ff_map.png
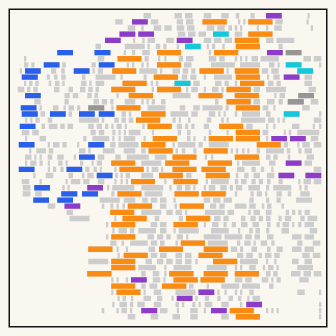
port_trees.png
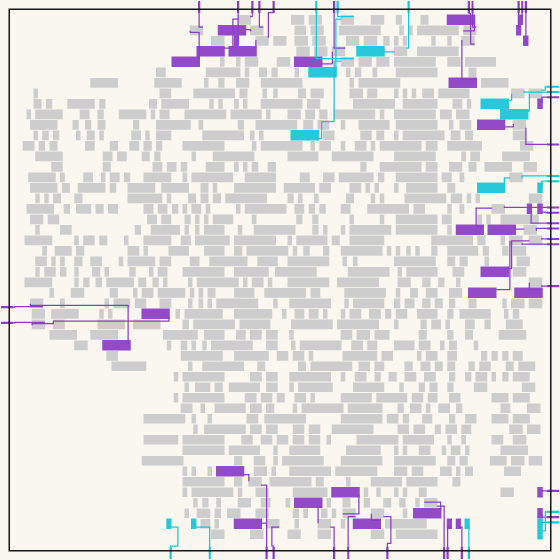
m3.png
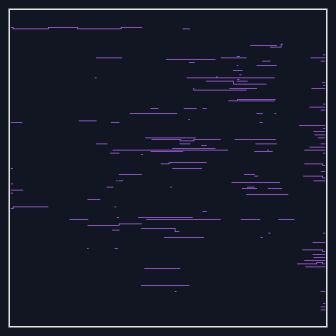
placed.png
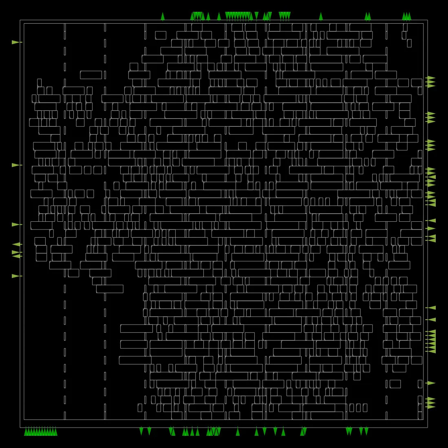
route_heat.png
The die is cut into 28 by 28 equal tiles; black is low, pale yellow is high, scaled to the fullest tile. Values are wire area over tile area, all layers added.
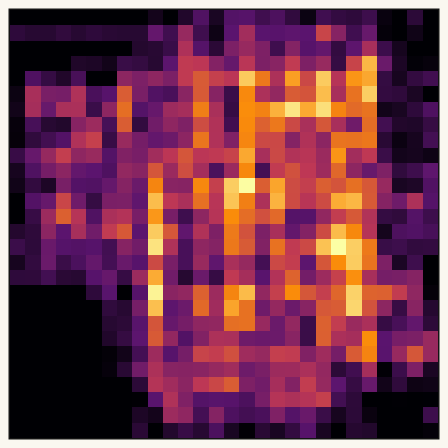
**config.mk**
```make
export PLATFORM = sky130hd
export DESIGN_NAME = vga_multi_cursor
export DESIGN_NICKNAME = d
export VERILOG_FILES = /design/src/rtl/vga_multi_cursor_pkg.sv /design/src/rtl/vga_multi_cursor_blink.sv /design/src/rtl/vga_multi_cursor.sv
export SDC_FILE = /design/constraint.sdc
export NUM_CORES = 1
export LEC_CHECK = 0
export CAP_MARGIN = 40
export CELL_PAD_IN_SITES_DETAIL_PLACEMENT = 1
export CELL_PAD_IN_SITES_GLOBAL_PLACEMENT = 2
export CORE_UTILIZATION = 38
export DETAILED_ROUTE_END_ITERATION = 10
export PLACE_DENSITY = 0.9
export SLEW_MARGIN = 20
export SYNTH_ARGS = -nofsm -noshare
export SYNTH_HDL_FRONTEND = slang
export SYNTH_HIERARCHICAL = 1
export SYNTH_SLANG_ARGS = --single-unit
export TNS_END_PERCENT = 10
```
**constraint.sdc**
```tcl
create_clock -name clk -period 6.7 [get_ports clk]
set_input_delay 1.34 -clock clk [delete_from_list [all_inputs] [get_ports clk]]
set_output_delay 1.34 -clock clk [all_outputs]
set_load 0.02 [all_outputs]
```
**src/rtl/vga_multi_cursor_pkg.sv**
```systemverilog
// Purpose: shared cursor register layout, mode encodings and blink phase constant.
// Latency: n/a (definitions only).
// Backpressure: n/a.
package vga_multi_cursor_pkg;

    // Cursor register field positions
    localparam int IDX_LSB   = 0;
    localparam int IDX_W     = 11;
    localparam int COLOR_LSB = 16;
    localparam int COLOR_W   = 6;
    localparam int MODE_LSB  = 24;
    localparam int MODE_W    = 2;
    localparam int BLINK_BIT = 26;
    localparam int PHASE_BIT = 31;

    // Bits that are actually stored; everything else reads back as zero
    localparam logic [31:0] REG_MASK = 32'h073F_07FF;

    // Cursor shape modes
    localparam logic [1:0] MODE_OFF   = 2'b00;
    localparam logic [1:0] MODE_UNDER = 2'b01;
    localparam logic [1:0] MODE_BAR   = 2'b10;
    localparam logic [1:0] MODE_BLOCK = 2'b11;

    // Blink phase value meaning "cursor drawn"
    localparam logic PHASE_VISIBLE = 1'b1;

    typedef struct packed {
        logic               blink;
        logic [MODE_W-1:0]  mode;
        logic [COLOR_W-1:0] color;
        logic [IDX_W-1:0]   idx;
    } cursor_t;

    function automatic cursor_t unpack_cursor(input logic [31:0] r);
        cursor_t c;
        c.blink = r[BLINK_BIT];
        c.mode  = r[MODE_LSB +: MODE_W];
        c.color = r[COLOR_LSB +: COLOR_W];
        c.idx   = r[IDX_LSB +: IDX_W];
        return c;
    endfunction

    // RRGGBB (2 bits each) widened to 4-4-4 RGB with the low bits zero
    function automatic logic [11:0] expand_color(input logic [COLOR_W-1:0] c);
        return {c[5:4], 2'b00, c[3:2], 2'b00, c[1:0], 2'b00};
    endfunction

endpackage

```
**src/rtl/vga_multi_cursor_blink.sv**
```systemverilog
// Purpose: free-running blink half-period counter and visibility phase.
// Latency: phase toggles on the edge where the counter wraps from BLINK_DIV-1.
// Backpressure: none; never stalls, unaffected by register traffic.
module cursor_blink
    import vga_multi_cursor_pkg::*;
#(
    parameter int BLINK_DIV = 25000000
) (
    input  logic clk,
    input  logic rst,
    output logic phase
);

    localparam int CNT_W = $clog2(BLINK_DIV);

    logic [CNT_W-1:0] cnt;

    // Count 0..BLINK_DIV-1, toggle phase on each wrap; reset restarts a visible half-period
    always_ff @(posedge clk) begin
        if (rst) begin
            cnt   <= '0;
            phase <= PHASE_VISIBLE;
        end else if (cnt == CNT_W'(BLINK_DIV - 1)) begin
            cnt   <= '0;
            phase <= ~phase;
        end else begin
            cnt   <= cnt + CNT_W'(1);
        end
    end

endmodule

```
**src/rtl/vga_multi_cursor.sv**
```systemverilog
// Purpose: up to 8 text-mode hardware cursors with byte-writable registers and priority overlay.
// Latency: 1 cycle pixel path; read data registered, valid 1 cycle after rd.
// Backpressure: none; accepts a register access and a pixel every cycle.
module vga_multi_cursor
    import vga_multi_cursor_pkg::*;
#(
    parameter int N_CUR     = 4,
    parameter int COLS      = 40,
    parameter int CELL_LOG2 = 4,
    parameter int BLINK_DIV = 25000000
) (
    input  logic        clk,
    input  logic        rst,
    input  logic [3:0]  we,
    input  logic        rd,
    input  logic [2:0]  reg_addr,
    input  logic [31:0] data_in,
    input  logic [9:0]  vga_column,
    input  logic [8:0]  vga_row,
    output logic [31:0] data_out,
    output logic [11:0] color_out,
    output logic        cursor_on,
    output logic [2:0]  hit_id
);

    logic [31:0]          cur_regs [N_CUR];
    logic                 phase;
    logic                 addr_ok;
    logic [31:0]          sel_reg;
    logic [31:0]          wr_merged;
    logic [31:0]          rd_word;
    logic [10:0]          cell_addr;
    logic [CELL_LOG2-1:0] col_off;
    logic [CELL_LOG2-1:0] row_off;
    cursor_t              cur_c;
    logic                 shape_hit;
    logic                 on_nxt;
    logic [2:0]           id_nxt;
    logic [11:0]          color_nxt;

    cursor_blink #(.BLINK_DIV(BLINK_DIV)) u_blink (
        .clk   (clk),
        .rst   (rst),
        .phase (phase)
    );

    assign addr_ok = (32'(reg_addr) < 32'(N_CUR));

    // Select the addressed register (zero when out of range)
    always_comb begin
        sel_reg = '0;
        for (int i = 0; i < N_CUR; i++) begin
            if (reg_addr == 3'(i)) sel_reg = cur_regs[i];
        end
    end

    // Byte-lane merge of write data into the addressed register, unused bits forced to 0
    always_comb begin
        wr_merged = sel_reg;
        for (int b = 0; b < 4; b++) begin
            if (we[b]) wr_merged[8*b +: 8] = data_in[8*b +: 8];
        end
        wr_merged = wr_merged & REG_MASK;
    end

    // Read word carries the live blink phase in its top bit
    always_comb begin
        rd_word            = sel_reg;
        rd_word[PHASE_BIT] = phase;
    end

    // Cursor register file; out-of-range addresses never alias onto a real cursor
    always_ff @(posedge clk) begin
        if (rst) begin
            for (int i = 0; i < N_CUR; i++) cur_regs[i] <= '0;
        end else if (addr_ok && (we != 4'b0000)) begin
            for (int i = 0; i < N_CUR; i++) begin
                if (reg_addr == 3'(i)) cur_regs[i] <= wr_merged;
            end
        end
    end

    // Registered read port; reads the pre-write value on a same-cycle write
    always_ff @(posedge clk) begin
        if (rst)                data_out <= '0;
        else if (rd && addr_ok) data_out <= rd_word;
        else                    data_out <= '0;
    end

    // Character cell of the current pixel and the offset inside it
    assign cell_addr = 11'(32'(vga_row >> CELL_LOG2) * 32'(COLS) + 32'(vga_column >> CELL_LOG2));
    assign col_off   = vga_column[CELL_LOG2-1:0];
    assign row_off   = vga_row[CELL_LOG2-1:0];

    // Priority match: scan high to low so the lowest matching index has the final say
    always_comb begin
        on_nxt    = 1'b0;
        id_nxt    = '0;
        color_nxt = '0;
        cur_c     = '0;
        shape_hit = 1'b0;
        for (int i = N_CUR - 1; i >= 0; i--) begin
            cur_c = unpack_cursor(cur_regs[i]);
            if ((cur_c.mode != MODE_OFF) && (cur_c.idx == cell_addr)) begin
                case (cur_c.mode)
                    MODE_BLOCK: shape_hit = 1'b1;
                    MODE_BAR:   shape_hit = (col_off == '0);
                    MODE_UNDER: shape_hit = (row_off == '1);
                    default:    shape_hit = 1'b0;
                endcase
                on_nxt    = 1'b1;
                id_nxt    = 3'(i);
                color_nxt = (shape_hit && (!cur_c.blink || (phase == PHASE_VISIBLE)))
                            ? expand_color(cur_c.color) : 12'h000;
            end
        end
    end

    // One-cycle pixel output register
    always_ff @(posedge clk) begin
        if (rst) begin
            cursor_on <= 1'b0;
            hit_id    <= '0;
            color_out <= '0;
        end else begin
            cursor_on <= on_nxt;
            hit_id    <= id_nxt;
            color_out <= color_nxt;
        end
    end

endmodule

```
==> changes_impl.md <==
### Changed

- P&R area growth vs syn: 24.2%
- Post-Route WL: about 21 mm
- Layout cell share with drive strength beyond 1: 10.1%
- FP Rows: about 50
- Count leader, synth: nor2_1
- Crit. Startpoint: vga_row[5]
- DR WL/cell: 20.9 um
- Clock sink count: ~140
- GRT Total Usage: between 20% and 30%
- Logic area: 3450 sq um
- Kind of start point of the critical path: primary input
- RSZ-0062 raised after global routing: no
- Final clock skew: between 10 and 15 ps
- FP Util: 38.8%
- Final Net Count: 849
- Avg Cell Area, Syn: a little over 10 sq um
- Crit path DAT: between 5000 and 6000 ps
- Crit path required time: 7060 ps
- FF+latch area: approximately 3500 sq um
- Final Hold Slack: ~470 ps
- Final hold vios: 0
- Flop pwr share: 41.8%
- Yosys cell count: between 600 and 700
- 1st-iter DRT viols: roughly 430
- Full die area: about 20000 sq um
- DIE HEIGHT: around 140 um
- Largest net degree at the start of global routing: 25
- Cell area after synthesis: approximately 7200 sq um
- Ys Warns: 6
- Slew Viols, Final: 0
- Area after DPL: 8350 sq um
- Hold Path Stages: 1
- Met1 Resource Use GR: 27.1%
- Hold path start: u_blink/cnt[0]$_SDFF_PP0_
- Clock transition at the registers of the reported paths: 70 ps
- Gr busiest metal: met2
- FMAX: 0.191 GHz
- Die x size: 140 um
- FF-to-FF setup slack: approximately 3700 ps
- Post-cts resize count: 0
- GRT met3 Usage: under 10%
- Final period utilization: 78.3%
- Outcome: finished, final reports clean
- H-tree levels: 4
- Post-route cell area: about 9000 sq um
- Setup WS pre-CTS: ~1100 ps
- Io pins: between 100 and 150
- Net switching power: roughly 600 uW
- YS chip area: 7230 sq um
- Number of max-cap violations: 0
- Critical Path End Type: register
- N_diodes: 0
- Comb power frac: 14.6%
- Final core utilization: between 40% and 50%
- Final Setup Violations: 0
- Hold WC Path Type: reg -> reg
- Vias per cell: between 5 and 6
- Pleak: ~3.2 nW
- Post-synth EDFFs: approximately 80
- DR DRC count: 0
- Final antenna-violating net count: 0
- Grt ovf: 0
- Post-synth seq share: approximately half
- Ys async rst share: 0%
- Vias in the first global route: between 6000 and 7000
- Synth cell types: 62
- Reg2Reg Depth: 7
- Sw Ratio: around a quarter
- Via count: 5816
- Setup Crit Path Kind: in -> reg
- CTS Buf Count: 17
- Setup TNS: 0 ps
- Worst slew pin tran: 757 ps
- Pwr dens: 250 nW/um^2
- FF-to-FF Start: cur_regs[2][7]$_SDFFCE_PN0P_
- Cells after Synth: about 700
- Commonest cells in the synthesized netlist: nor2_1, edfxtp_1, dfxtp_1
- Clock power share: a little over two fifths
- Final Critical Period: between 5000 and 6000 ps
- TritonRoute pass-1 iters: 5
- Post-synth top area cell: edfxtp_1
- CTS root buf: clkbuf_16
- Clk Latency, worst-skew pair: ~430 ps
- Commonest flop: edfxtp_1
- Crit Path Max Fanout: 7
- CTS Hold Buffers Added: 0
- Dominant cell area share: 33.2%
- First-pass GRT wire length: about 34 mm
- Final Worst Setup Slack: approximately 1500 ps
- Hold endpoint: u_blink/cnt[0]$_SDFF_PP0_
- CTS tree: done
- Synth Register Bits: between 100 and 150
- GP Congestion: 0.843
- P_int: roughly 1.6 mW
- Tool Warnings: 38
- Number of setup buffers added after CTS: 0
- Max VDD drop: ~0.17 mV
- R2R Path End: color_out[6]$_SDFF_PP0_
- Max Root-Sink Buffers: 2
- Met2 Usage GRT: about 41%
- PortBufs: 78
- Initial antenna violation count: 0
- Top cells, area: edfxtp_1, dfxtp_1, nor2_1, mux4_2, xnor2_1
- Slew headroom: slightly below 50%
- Post-DP HPWL: ~16 mm
About ff_map.png:
[blue] u_blink/cnt | sequential cells: 25
[purple] data_out | sequential cells: 21
[cyan] color_out | sequential cells: 6 | where: upper right
[orange] cur_regs | sequential cells: 80
not coloured: 4

About port_trees.png:
[cyan] color_out | bits: 12 | direction: output | edge: 6 right, 3 top, 3 bottom | end cells: 12 | buffers: 6 | wire: 146 um
[purple] data_out | bits: 32 | direction: output | edge: 11 right, 11 top, 8 bottom, 2 left | end cells: 32 | buffers: 21 | wire: 424 um

About m3.png:
nets with wire on the layer: 80
wire length on this layer: 1010 um
longest straight run: 50.8 um
main direction: horizontal

About placed.png:
Final Non-Filler Cells: 1023
core area: 18600 sq um
num tapcells: 234
fillcell total: 2014

About route_heat.png:
fullest tile: 0.56
tiles over half the peak: 22%
densest ninth of the die: centre

-- registers in the layout, indices dropped and copies added, names as in the netlist --
name / flops
data_out: 21
hit_id: 2
cursor_on: 1
cur_regs: 80
color_out: 6
u_blink/phase: 1
u_blink/cnt: 25
-- placed cells by master, fill, tap and decap left out, drive strengths merged, types with 20 or more instances in the layout --
cell type,n
dfxtp,56
edfxtp,80
inv,21
clkbuf,20
mux4,20
nand2,24
clkdlybuf4s50,78
nor2,150
nand2b,22
xnor2,31
a21oi,40
-- layer usage --
| layer | part of all wire, % | wire [um] |
|---|---|---|
| met1 | 41 | 8750 |
| met2 | 52 | 11000 |
| met3 | 4.7 | 1010 |
| met4 | 2.7 | 578 |
| met5 | 0 | 0 |
-- logic make-up after synthesis --
| kind of cell | synth area share, % |
|---|---|
| multiplexers | 6.51 |
| flip-flops | 48.8 |
| adder cells (fa/ha/maj) | 2.29 |
| AND-OR/OR-AND | 12.1 |
| other | 0.0519 |
| buffers and inverters | 4.55 |
| AND/OR/NAND/NOR | 18.5 |
| XOR/XNOR | 7.18 |
-- worst max path at each step --
stage	endpoint	slack, ps	depth (start not counted)
floorplan	color_out[10]$_SDFF_PP0_	2270	11
global placement	color_out[3]$_SDFF_PP0_	1130	11
detailed placement	color_out[6]$_SDFF_PP0_	1070	12
CTS	color_out[6]$_SDFF_PP0_	1500	12
global route	color_out[3]$_SDFF_PP0_	1190	11
finish	color_out[6]$_SDFF_PP0_	1460	12
-- worst max-delay path, cell delays in order --
cell             delay [ps]
clkdlybuf4s50_1         480
ha_1                    320
ha_1                    240
fa_1                    690
and2b_2                 260
a32oi_1                 370
xnor2_1                 140
nor4b_1                 390
o2111ai_1               350
nor3_1                  590
buf_2                   260
a32o_1                  160
-- power by group through the flow --
stage / Sequential [mW] / Combinational, mW / Clock (mW)
after floorplan: 0.950 / 0.211 / 0
after global placement: 0.954 / 0.296 / 0
after detailed placement: 0.956 / 0.323 / 0
after CTS: 0.939 / 0.327 / 0.992
after global routing: 0.942 / 0.353 / 1.02
final: 0.939 / 0.329 / 0.980
-- stage by stage --
stage	total power, mW	instances
2_1_floorplan	1.16	713
3_3_place_gp	1.25	978
3_5_place_dp	1.28	990
4_1_cts	2.26	1022
5_1_grt	2.32	1023
6_report	2.25	1023
-- cell type report --
type,count,share of cell area (%)
Clock buffer,19,5.17
Clock inverter,13,1.74
Inverter,15,0.627
Multi-Input combinational cell,512,38.5
Sequential cell,136,39.2
Tap cell,234,3.26
Timing Repair Buffer,94,11.5
Power and IR drop assume default switching activity.
